==> src/rtl/pyramid_dim_scheduler_pkg.sv <==
// Shared types and constants for the image-pyramid dimension scheduler.
package pyramid_dim_scheduler_pkg;

    localparam int unsigned DEF_COORD_BITS = 16;
    localparam int unsigned DEF_LEVEL_BITS = 4;
    localparam int unsigned DEF_MIN_DIM    = 16;

    // Sequencer states; IDLE is the only non-busy state.
    typedef enum logic [2:0] {
        ST_IDLE   = 3'd0,
        ST_EMIT   = 3'd1,
        ST_CALC_W = 3'd2,
        ST_CALC_H = 3'd3,
        ST_CHECK  = 3'd4,
        ST_FINISH = 3'd5
    } state_e;

    // One pyramid level as presented to the consumer (default widths).
    typedef struct packed {
        logic [DEF_LEVEL_BITS-1:0] index;
        logic [DEF_COORD_BITS-1:0] width;
        logic [DEF_COORD_BITS-1:0] height;
    } level_rec_t;

    // True when both dimensions are large enough to be emitted as a level.
    function automatic logic dims_ok(input logic [31:0] w,
                                     input logic [31:0] h,
                                     input logic [31:0] min_dim);
        return (w >= min_dim) && (h >= min_dim);
    endfunction

endpackage

==> src/rtl/pyramid_dim_scheduler_calc.sv <==
// Shared 4/5 down-scaler: new = ((old-1)*4 div 5)+1.
// Bit-serial restoring divide by 5; result is signalled by a one-cycle out_valid.
module DimensionCalculator_4_5
    import pyramid_dim_scheduler_pkg::*;
#(
    parameter int unsigned COORD_BITS = DEF_COORD_BITS
) (
    input  logic                  clk,
    input  logic                  rst_n,
    input  logic                  in_valid,
    input  logic [COORD_BITS-1:0] in_dim,
    output logic                  out_valid,
    output logic [COORD_BITS-1:0] out_dim
);

    localparam int unsigned DIV_BITS = COORD_BITS + 2;
    localparam int unsigned CNT_BITS = $clog2(DIV_BITS + 1);

    logic                  active_r;
    logic [CNT_BITS-1:0]   cnt_r;
    logic [DIV_BITS-1:0]   dividend_r;
    logic [DIV_BITS-1:0]   quot_r;
    logic [2:0]            rem_r;
    logic                  out_valid_r;
    logic [COORD_BITS-1:0] out_dim_r;

    logic [3:0]            rem_shift_s;
    logic [2:0]            rem_next_s;
    logic                  qbit_s;
    logic [DIV_BITS-1:0]   quot_next_s;
    logic [COORD_BITS-1:0] dim_minus1_s;

    // One restoring-division step: shift in the next dividend bit, subtract 5 if it fits.
    always_comb begin
        rem_shift_s = {rem_r, dividend_r[DIV_BITS-1]};
        rem_next_s  = rem_shift_s[2:0];
        qbit_s      = 1'b0;
        if (rem_shift_s >= 4'd5) begin
            rem_next_s = 3'(rem_shift_s - 4'd5);
            qbit_s     = 1'b1;
        end else begin
            rem_next_s = rem_shift_s[2:0];
            qbit_s     = 1'b0;
        end
        quot_next_s = {quot_r[DIV_BITS-2:0], qbit_s};
    end

    // A zero input is clamped so the subtraction cannot wrap.
    always_comb begin
        if (in_dim == {COORD_BITS{1'b0}}) begin
            dim_minus1_s = {COORD_BITS{1'b0}};
        end else begin
            dim_minus1_s = in_dim - COORD_BITS'(1);
        end
    end

    // Division sequencer: load on request, step once per cycle, pulse the result.
    always_ff @(posedge clk or negedge rst_n) begin
        if (!rst_n) begin
            active_r    <= 1'b0;
            cnt_r       <= {CNT_BITS{1'b0}};
            dividend_r  <= {DIV_BITS{1'b0}};
            quot_r      <= {DIV_BITS{1'b0}};
            rem_r       <= 3'd0;
            out_valid_r <= 1'b0;
            out_dim_r   <= {COORD_BITS{1'b0}};
        end else begin
            out_valid_r <= 1'b0;
            if (in_valid && !active_r) begin
                active_r   <= 1'b1;
                cnt_r      <= CNT_BITS'(DIV_BITS);
                dividend_r <= {dim_minus1_s, 2'b00};
                quot_r     <= {DIV_BITS{1'b0}};
                rem_r      <= 3'd0;
            end else if (active_r) begin
                dividend_r <= {dividend_r[DIV_BITS-2:0], 1'b0};
                quot_r     <= quot_next_s;
                rem_r      <= rem_next_s;
                cnt_r      <= cnt_r - CNT_BITS'(1);
                if (cnt_r == CNT_BITS'(1)) begin
                    active_r    <= 1'b0;
                    out_valid_r <= 1'b1;
                    out_dim_r   <= COORD_BITS'(quot_next_s) + COORD_BITS'(1);
                end else begin
                    active_r <= 1'b1;
                end
            end else begin
                active_r <= 1'b0;
            end
        end
    end

    assign out_valid = out_valid_r;
    assign out_dim   = out_dim_r;

endmodule

==> src/rtl/pyramid_dim_scheduler.sv <==
// Emits successive 4/5-scaled pyramid levels until the level budget is used
// or a dimension falls below MIN_DIM. One calculator is shared by width and height.
module pyramid_dim_scheduler
    import pyramid_dim_scheduler_pkg::*;
#(
    parameter int unsigned COORD_BITS = DEF_COORD_BITS,
    parameter int unsigned LEVEL_BITS = DEF_LEVEL_BITS,
    parameter int unsigned MIN_DIM    = DEF_MIN_DIM
) (
    input  logic                  clk,
    input  logic                  reset_n,
    input  logic                  start,
    input  logic [COORD_BITS-1:0] in_width,
    input  logic [COORD_BITS-1:0] in_height,
    input  logic [LEVEL_BITS-1:0] in_levels,
    output logic                  level_valid,
    input  logic                  level_ready,
    output logic [LEVEL_BITS-1:0] level_index,
    output logic [COORD_BITS-1:0] level_width,
    output logic [COORD_BITS-1:0] level_height,
    output logic                  busy,
    output logic                  done,
    output logic [LEVEL_BITS-1:0] level_count,
    output logic                  error
);

    state_e                state_r, state_s;
    logic [LEVEL_BITS-1:0] idx_r, idx_s;
    logic [LEVEL_BITS-1:0] count_r, count_s;
    logic [LEVEL_BITS-1:0] levels_r, levels_s;
    logic [COORD_BITS-1:0] width_r, width_s;
    logic [COORD_BITS-1:0] height_r, height_s;
    logic                  error_r, error_s;
    logic                  calc_in_valid_r, calc_in_valid_s;
    logic                  level_valid_r, busy_r, done_r;

    logic [COORD_BITS-1:0] calc_in_dim_s;
    logic                  calc_out_valid_s;
    logic [COORD_BITS-1:0] calc_out_dim_s;
    logic [LEVEL_BITS-1:0] count_inc_s;
    logic                  input_bad_s;

    assign count_inc_s = count_r + LEVEL_BITS'(1);
    assign input_bad_s = (32'(in_width) < 32'(MIN_DIM)) ||
                         (32'(in_height) < 32'(MIN_DIM)) ||
                         (in_levels == {LEVEL_BITS{1'b0}});

    // Next-state and datapath update for the level sequencer.
    always_comb begin
        state_s  = state_r;
        idx_s    = idx_r;
        count_s  = count_r;
        levels_s = levels_r;
        width_s  = width_r;
        height_s = height_r;
        error_s  = error_r;
        case (state_r)
            ST_IDLE: begin
                if (start) begin
                    levels_s = in_levels;
                    width_s  = in_width;
                    height_s = in_height;
                    idx_s    = {LEVEL_BITS{1'b0}};
                    count_s  = {LEVEL_BITS{1'b0}};
                    if (input_bad_s) begin
                        error_s = 1'b1;
                        state_s = ST_FINISH;
                    end else begin
                        error_s = 1'b0;
                        state_s = ST_EMIT;
                    end
                end else begin
                    state_s = ST_IDLE;
                end
            end
            ST_EMIT: begin
                if (level_ready) begin
                    count_s = count_inc_s;
                    if (count_inc_s == levels_r) begin
                        state_s = ST_FINISH;
                    end else begin
                        state_s = ST_CALC_W;
                    end
                end else begin
                    state_s = ST_EMIT;
                end
            end
            ST_CALC_W: begin
                if (calc_out_valid_s) begin
                    width_s = calc_out_dim_s;
                    state_s = ST_CALC_H;
                end else begin
                    state_s = ST_CALC_W;
                end
            end
            ST_CALC_H: begin
                if (calc_out_valid_s) begin
                    height_s = calc_out_dim_s;
                    state_s  = ST_CHECK;
                end else begin
                    state_s = ST_CALC_H;
                end
            end
            ST_CHECK: begin
                if (dims_ok(32'(width_r), 32'(height_r), 32'(MIN_DIM))) begin
                    idx_s   = idx_r + LEVEL_BITS'(1);
                    state_s = ST_EMIT;
                end else begin
                    state_s = ST_FINISH;
                end
            end
            ST_FINISH: begin
                state_s = ST_IDLE;
            end
            default: begin
                state_s = ST_IDLE;
            end
        endcase
        // Exactly one calculator request on entry to each CALC state.
        calc_in_valid_s = ((state_s == ST_CALC_W) && (state_r != ST_CALC_W)) ||
                          ((state_s == ST_CALC_H) && (state_r != ST_CALC_H));
    end

    // Calculator operand follows the dimension being recomputed.
    always_comb begin
        if (state_r == ST_CALC_H) begin
            calc_in_dim_s = height_r;
        end else begin
            calc_in_dim_s = width_r;
        end
    end

    // State, datapath and registered status outputs.
    always_ff @(posedge clk or negedge reset_n) begin
        if (!reset_n) begin
            state_r         <= ST_IDLE;
            idx_r           <= {LEVEL_BITS{1'b0}};
            count_r         <= {LEVEL_BITS{1'b0}};
            levels_r        <= {LEVEL_BITS{1'b0}};
            width_r         <= {COORD_BITS{1'b0}};
            height_r        <= {COORD_BITS{1'b0}};
            error_r         <= 1'b0;
            calc_in_valid_r <= 1'b0;
            level_valid_r   <= 1'b0;
            busy_r          <= 1'b0;
            done_r          <= 1'b0;
        end else begin
            state_r         <= state_s;
            idx_r           <= idx_s;
            count_r         <= count_s;
            levels_r        <= levels_s;
            width_r         <= width_s;
            height_r        <= height_s;
            error_r         <= error_s;
            calc_in_valid_r <= calc_in_valid_s;
            level_valid_r   <= (state_s == ST_EMIT);
            busy_r          <= (state_s != ST_IDLE);
            done_r          <= (state_s == ST_FINISH);
        end
    end

    DimensionCalculator_4_5 #(
        .COORD_BITS (COORD_BITS)
    ) u_calc (
        .clk       (clk),
        .rst_n     (reset_n),
        .in_valid  (calc_in_valid_r),
        .in_dim    (calc_in_dim_s),
        .out_valid (calc_out_valid_s),
        .out_dim   (calc_out_dim_s)
    );

    assign level_valid  = level_valid_r;
    assign level_index  = idx_r;
    assign level_width  = width_r;
    assign level_height = height_r;
    assign busy         = busy_r;
    assign done         = done_r;
    assign level_count  = count_r;
    assign error        = error_r;

endmodule

==> config.mk <==
export PLATFORM = sky130hd
export DESIGN_NAME = pyramid_dim_scheduler
export DESIGN_NICKNAME = d
export VERILOG_FILES = /design/src/rtl/pyramid_dim_scheduler_pkg.sv /design/src/rtl/pyramid_dim_scheduler_calc.sv /design/src/rtl/pyramid_dim_scheduler.sv
export SDC_FILE = /design/constraint.sdc
export NUM_CORES = 1
export LEC_CHECK = 0
export CAP_MARGIN = 10
export CELL_PAD_IN_SITES_DETAIL_PLACEMENT = 2
export CELL_PAD_IN_SITES_GLOBAL_PLACEMENT = 2
export CORE_UTILIZATION = 35
export CTS_CLUSTER_DIAMETER = 30
export DETAILED_ROUTE_END_ITERATION = 6
export DONT_BUFFER_PORTS = 1
export GPL_TIMING_DRIVEN = 0
export MAX_ROUTING_LAYER = met4
export PLACE_DENSITY_LB_ADDON = 0.1
export SLEW_MARGIN = 5
export SYNTH_ARGS = -nofsm -noshare
export SYNTH_HDL_FRONTEND = slang
export SYNTH_SLANG_ARGS = --single-unit
==> constraint.sdc <==
create_clock -name clk -period 3.55 [get_ports clk]
set_input_delay 0.355 -clock clk [delete_from_list [all_inputs] [get_ports clk]]
set_output_delay 0.355 -clock clk [all_outputs]
set_load 0.1 [all_outputs]
==> results.toml, run 1 <==
# flow metrics
[setup_path]
end_kind = "flip-flop"
max_stage_delay_ns = 0.40
cpLargestDelayFamily = "buffers and inverters"
path_cells = "buf_2 -> and3b_1 -> buf_6 -> buf_4 -> buf_2 -> mux2i_1 -> ha_1 -> clkbuf_1 -> nand4_1 -> xnor2_1 -> mux2i_1 -> o21ai_1"
arrival_ns = 3.45
r2r_end = "u_calc.dividend_r[12]"
cp.required_ns = 3.79

[synthesis]
edf_count = 0
simple_gate_share_pct = 20.2
synth_stat.cells = 626
yosys_area_mm2 = 0.00592
logic_family = "simple AND/OR/NAND/NOR gates"
syn_nets = 675
synth.distinct_cells = 53
ys_warn_count = 0
xor_share_pct = 5.92
async_flop_share_pct = 100
top_cell_area_share_pct = 46.1
synthTopCellsByCount = "109 x dfrtp_1, 100 x nand2_1, 57 x o21ai_0, 48 x mux2i_1, 31 x nor2_1"
netlist_area_mm2 = 0.00592
most_common_cell = "dfrtp_1"
adder_share_pct = 1.90

[worst_hold_path]
hold_start = "in_levels[1]"
hold_depth = 2
worstHoldPathType = "in -> reg"

[finish]
fillers = 1850
logic_area_mm2 = 0.00300
mostFrequentLayoutCells = "109 x dfrtp_1, 100 x nand2_1, 57 x o21ai_0"
drive_above_1_share_pct = 6.23
area_delta_synth_final_pct = 9.81
nNetsFinal = 688
final_util_pct = 39.3

[grt]
grt_max_degree = 110
grt_usage_pct = 24.5
grt_pass1_vias = 5340
grt_busiest_layer = "met2"
grt_overflow = 0
use_met1_pct = 29.1

[drt]
routedLengthMet1_mm = 8.34
highest_layer = "met4"
drtPass1Iterations = 4
first_iter_violations = 180
routedWlPerCell_um = 22.8

[placement]
gp_congestion = 0.851
port_buffers = 0
hpwl_mm = 15.1

[final_timing]
fin_crit_ns = 3.21
period_used_pct = 90.4
finalHoldViolations = 0
worst_slack_ns = 0.342
fmax_mhz = 312
slew-limit-headroom_pct = 23.6
tightestPinTransition_ns = 1.15
timing.final.setup_violations = 0
drv_slew = 0

[floorplanning]
core_util_floorplan_pct = 35.8
chip_area_mm2 = 0.0174
ios = 84

[clock_tree]
cts_root_buffer = "clkbuf_16"
clkTransAtPathRegs_ns = 0.07
cts_buffer_depth = 2

[outcome]
outcome = "finished, final reports clean"

[run]
cap_viol_max_count = 0
run 1: final cells by class:
type | instances | area share [%]
flip-flops and latches | 109 | 42.0
repair buffers | 2 | 0.578
multi-input cells | 472 | 46.2
plain buffers | 34 | 2.29
well taps | 220 | 4.24
clock buffers | 13 | 4.00
inverters | 11 | 0.635
clock inverters | 1 | 0.116
run 1: repair_timing:
action                                  4_1_cts  5_1_grt
hold buffers                                  2        0
endpoints found under the setup margin        0        0
endpoints found under the hold margin       109        0
run 1: kinds of logic after synthesis:
logic type,Yosys count
xor gates and xnor gates,40
muxes,53
AOI/OAI and AO/OA,130
DFF,109
buffers and inverters,45
adders and majority gates,9
and+or+nand+nor,240
run 1: per-stage QoR:
step	std cells	area [µm²]
CTS	862	6500
global placement	846	6190
detailed placement	846	6190
finish	862	6500
global route	862	6500
floorplan	626	5920
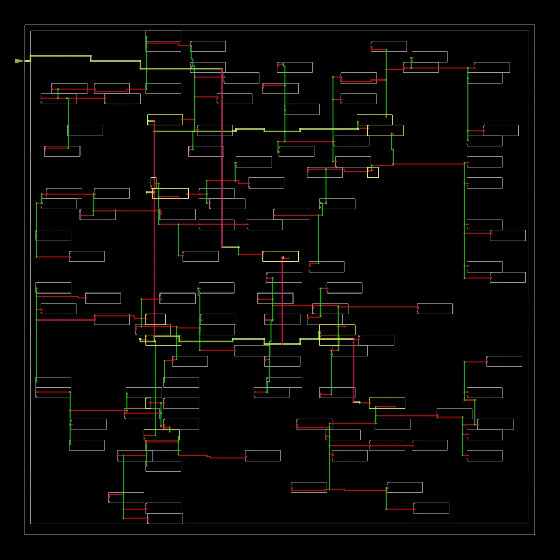
run_1/final_clocks.png
CTS Buf Count: 9
clk_lat worst skew: 0.36 ns
Sink Count: 109

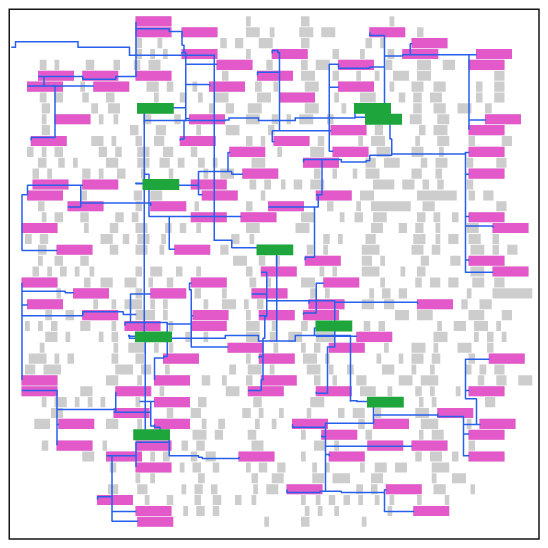
run_1/clock_map.png
(4 px per µm)
[blue] clock wires | length: 1560 µm
[magenta] flip-flops | count: 109
[green] cells driving clock nets | count: 9
routed clock nets: 10
flops lie: spread over the die

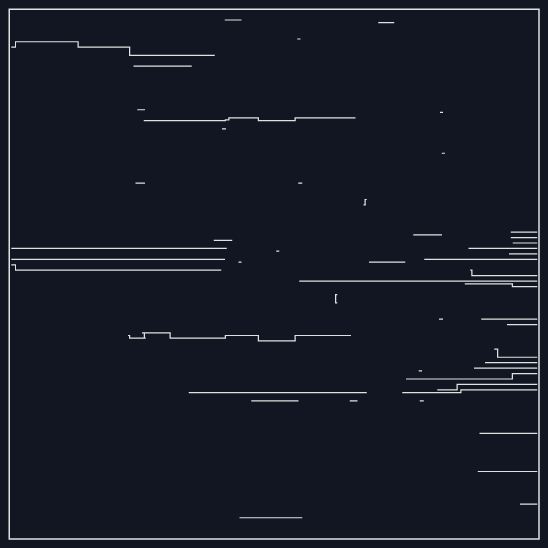
run_1/met3.png
(4 px per µm)
share of all routed wire: 4.1%
nets with wire on the layer: 37
main direction: horizontal
longest straight run: 59.2 µm
wire length on this layer: 813 µm
wirelength, routed: 19.6 mm
met3 GRT Util: 5.15%
routed via count: 4811

==> run 2: changes to the inputs <==
CTS_CLUSTER_SIZE = 25   (was unset)
SLEW_MARGIN = 0   (was 5)
SYNTH_HIERARCHICAL = 1   (was unset)
==> run 2 against run 1 <==
  * Die size fell by 3.1%
  * Fmax down 5.6%
  * Sequential share of layout area rose by 0.96 points
  * Register-to-register slack lost 0.19 ns
  * Design area is 2.2% lower
  * First-iteration DRC count fell by 4.4%
  * Utilization rose by 0.54 points
  * Synthesized cell count fell by 5.8%
==> results.toml, run 2 <==
# flow metrics
[placement]
port_buffers = 0
hpwl_mm = 13.8
dpl.cell_count = 806
placed_area_mm2 = 0.00600
gp_congestion = 0.858

[final_timing]
fmax_mhz = 294
drv_slew = 0
fin_crit_ns = 3.40
finalSetupTns_ns = 0
timing.final.setup_violations = 0
finalHoldViolations = 0
slew-limit-headroom_pct = 29.7
period_used_pct = 95.7
worst_slack_ns = 0.154
tightestPinTransition_ns = 1.05

[drt]
routedLengthMet1_mm = 8.08
wl_mm = 18.3
routedWlPerCell_um = 22.2
drtPass1Iterations = 4
vias = 4591
highest_layer = "met4"
first_iter_violations = 172

[floorplanning]
die_height_um = 130
chip_area_mm2 = 0.0169
ios = 84
fp-row-count = 46
taps = 216
core_util_floorplan_pct = 36.0

[synthesis]
edf_count = 0
yosys_area_mm2 = 0.00573
simple_gate_share_pct = 19.5
netlist_area_mm2 = 0.00573
synth.distinct_cells = 51
adder_share_pct = 1.75
synth_stat.cells = 590
xor_share_pct = 5.44
syn_nets = 638
ys_warn_count = 6
synthTopCellsByCount = "115 x nand2_1, 109 x dfrtp_1, 49 x o21ai_0, 33 x nor2_1, 24 x mux2_2"
top_cell_area_share_pct = 47.6
async_flop_share_pct = 100
ys_ff = 109
most_common_cell = "nand2_1"
top_cells_by_area = "dfrtp_1 48%, nand2_1 7.5%, mux2_2 4.7%"
aoi_share_pct = 12.6
logic_family = "simple AND/OR/NAND/NOR gates"

[finish]
fillers = 1750
logic_area_mm2 = 0.00286
nonClkBufAreaFrac_pct = 2.64
comb_area_share_pct = 45.0
diodes = 0
area_delta_synth_final_pct = 10.9
nClkBuffers = 11
ff_count = 109
final_util_pct = 39.9
fin_area_mm2 = 0.00636
buffers = 28
mostFrequentLayoutCells = "114 x nand2_1, 108 x dfrtp_1, 49 x o21ai_0"
fin_cells = 824
nonClockInverterCount = 10
seq_share_pct = 42.9
biggestCellCategory = "combinational gates"
drive_above_1_share_pct = 10.9
clock_area_share_pct = 4.63
comb.multi_input.count = 445
nNetsFinal = 651

[worst_hold_path]
worstHoldPathType = "in -> reg"

[setup_path]
arrival_ns = 3.62
end_kind = "flip-flop"
max_stage_delay_ns = 0.54
path_cells = "nor2b_4 -> nand2_2 -> buf_4 -> nand2_1 -> nand2_1 -> or4_4 -> or4_4 -> o41ai_4 -> buf_4 -> clkbuf_2 -> o21ai_0"
cp.required_ns = 3.77
cpLargestDelayFamily = "simple AND/OR/NAND/NOR gates"

[clock_tree]
cts_root_buffer = "clkbuf_16"
hold_buffers = 2
clkTransAtPathRegs_ns = 0.08
cts_buffer_depth = 2
tritoncts_num_sinks = 109
cts_buffers = 9
clock_latency_ns = 0.36

[run]
cap_viol_max_count = 0

[grt]
grt_usage_pct = 23.5
grt_pass1_wl_mm = 28.1
grt_overflow = 0
grt_busiest_layer = "met2"
grt_max_degree = 110
grt_pass1_vias = 4890
use_met1_pct = 28.6
use_met3_pct = 4.51

[outcome]
outcome = "finished, final reports clean"
==> run 2: netlist changes by cell type in the layout (fill, tap and decap cells not counted), sizes merged, moves of 6 or more <==
cell and change:
buf -6, mux2 +29, o21ai -29, nand4 -9, mux2i -30, nand2 +15
a21oi +13
==> run 2: worst paths after layout <==
check / from / endpoint / slack (ns) / cells after the start
worst max register to register: state_r[2] / u_calc/dividend_r[15] / 0.15 / 11
worst max-delay path: state_r[2] / u_calc/dividend_r[15] / 0.15 / 11
min in group asynchronous: reset_n / error / 0.64 / 2
worst min-delay path: in_levels[2] / levels_r[2] / 0.12 / 2
worst min register to register: levels_r[1] / levels_r[1] / 0.51 / 2
max in group asynchronous: reset_n / level_height[2] / 2.46 / 2
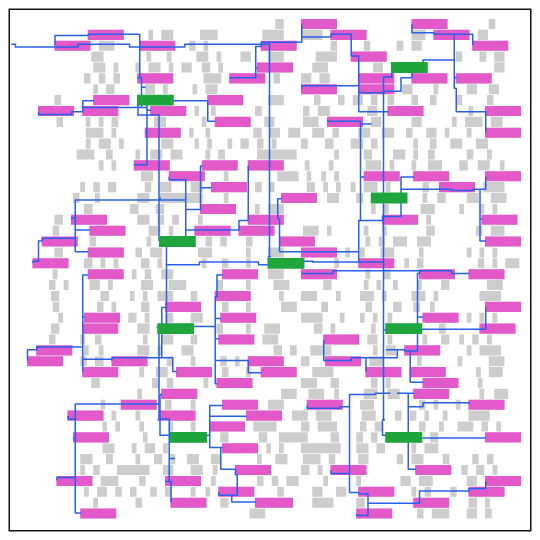
run_2/clock_map.png
(4 px per µm)
[green] cells driving clock nets | count: 9
[blue] clock wires | length: 1530 µm
[magenta] flip-flops | count: 109
flops lie: spread over the die
routed clock nets: 10

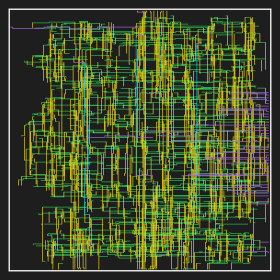
run_2/metal_stack.png
(2 px per µm)
| color | layer | wire length |
|---|---|---|
| green | met1 | 8080 µm |
| cyan | met4 | 437 µm |
| yellow | met2 | 8880 µm |
| purple | met3 | 871 µm |

==> run 3: changes to the inputs <==
CAP_MARGIN = unset   (was 10)
==> run 3 against run 2 <==
  * Routed wire length is the same
  * Final cell count unchanged
  * Register-to-register slack about the same
  * Count of clock-buffer cells in the layout unchanged
  * Critical path depth unchanged
  * Critical endpoint unchanged
==> results.toml, run 3 <==
# flow metrics
[final_timing]
finalSetupTns_ns = 0
drv_slew = 0
slew-limit-headroom_pct = 29.7
fmax_mhz = 294
tightestPinTransition_ns = 1.05
fin_crit_ns = 3.40
finalHoldViolations = 0
worst_slack_ns = 0.154
period_used_pct = 95.7
timing.final.setup_violations = 0

[synthesis]
most_common_cell = "nand2_1"
synth_stat.cells = 590
async_flop_share_pct = 100
yosys_area_mm2 = 0.00573
edf_count = 0
netlist_area_mm2 = 0.00573
top_cells_by_area = "dfrtp_1 48%, nand2_1 7.5%, mux2_2 4.7%"
ys_ff = 109
ys_warn_count = 6
synth.distinct_cells = 51
syn_nets = 638

[finish]
fin_cells = 824
mostFrequentLayoutCells = "114 x nand2_1, 108 x dfrtp_1, 49 x o21ai_0"
logic_area_mm2 = 0.00286
fin_area_mm2 = 0.00636
drive_above_1_share_pct = 10.9
diodes = 0
nNetsFinal = 651
fillers = 1750

[worst_hold_path]
worstHoldPathType = "in -> reg"
hold_depth = 2
hold-path-endpoint = "levels_r[2]"

[grt]
grt_overflow = 0
grt_max_degree = 110
grt_usage_pct = 23.5
use_met1_pct = 28.6
grt_pass1_wl_mm = 28.1
grt_busiest_layer = "met2"

[drt]
drtPass1Iterations = 4
vias = 4591
routedLengthMet1_mm = 8.08
highest_layer = "met4"

[clock_tree]
cts_buffer_depth = 2
tritoncts_num_sinks = 109
clock_latency_ns = 0.36
cts_root_buffer = "clkbuf_16"

[setup_path]
cpLargestDelayFamily = "simple AND/OR/NAND/NOR gates"
r2r_end = "u_calc/dividend_r[15]"
cp.required_ns = 3.77
max_stage_delay_ns = 0.54
rrSetupSlack_ns = 0.15
reg2regPathDepth = 11
crit_cells = 11
end_kind = "flip-flop"
arrival_ns = 3.62
worstSetupStartpoint = "state_r[2]"

[floorplanning]
fp-row-count = 46
chip_area_mm2 = 0.0169
core_util_floorplan_pct = 36.0
ios = 84

[outcome]
outcome = "finished, final reports clean"

[placement]
placed_area_mm2 = 0.00600
gp_congestion = 0.858
dpl.cell_count = 806

[run]
cap_viol_max_count = 0
## run 3: cell counts after synthesis
No cell type changed its count.
## run 3: area by class of cell
type	count	share of cell area, %
timing repair buffer	4	0.827
clock buffer	11	3.66
sequential	109	42.9
multi-input combinational	445	45.0
buffer	24	1.81
tap	216	4.25
clock inverter	5	0.965
inverter	10	0.591
## run 3: cells by family (layout without fill, tap and decap cells)
family / count (synthesis) / count (layout) / share of synthesized area, %
AND-OR/OR-AND: 113 / 113 / 12.6
AND/OR/NAND/NOR: 238 / 238 / 19.5
adder cells (fa/ha/maj): 8 / 8 / 1.75
buffers and inverters: 36 / 54 / 2.73
multiplexers: 52 / 52 / 10.5
flip-flops: 109 / 109 / 47.6
XOR/XNOR: 34 / 34 / 5.44
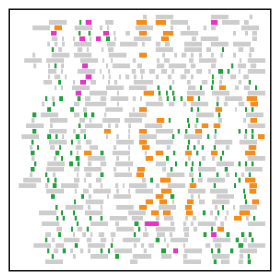
run_3/gate_families.png
(2 px per µm)
| color | family | cells |
|---|---|---|
| orange | multiplexers | 52 |
| magenta | AND-OR and OR-AND gates | 13 |
| green | NAND gates | 159 |

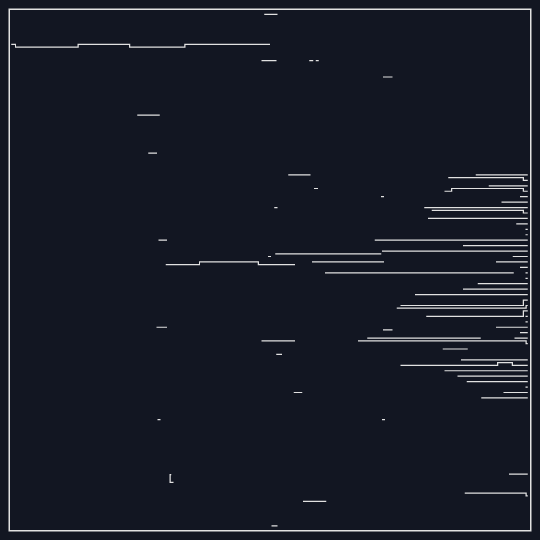
run_3/met3.png
(4 px per µm)
longest straight run: 46.9 µm
main direction: horizontal
share of all routed wire: 4.8%
wire length on this layer: 871 µm
nets with wire on the layer: 56
wirelength, routed: 18.3 mm
met3 GRT Util: 4.51%

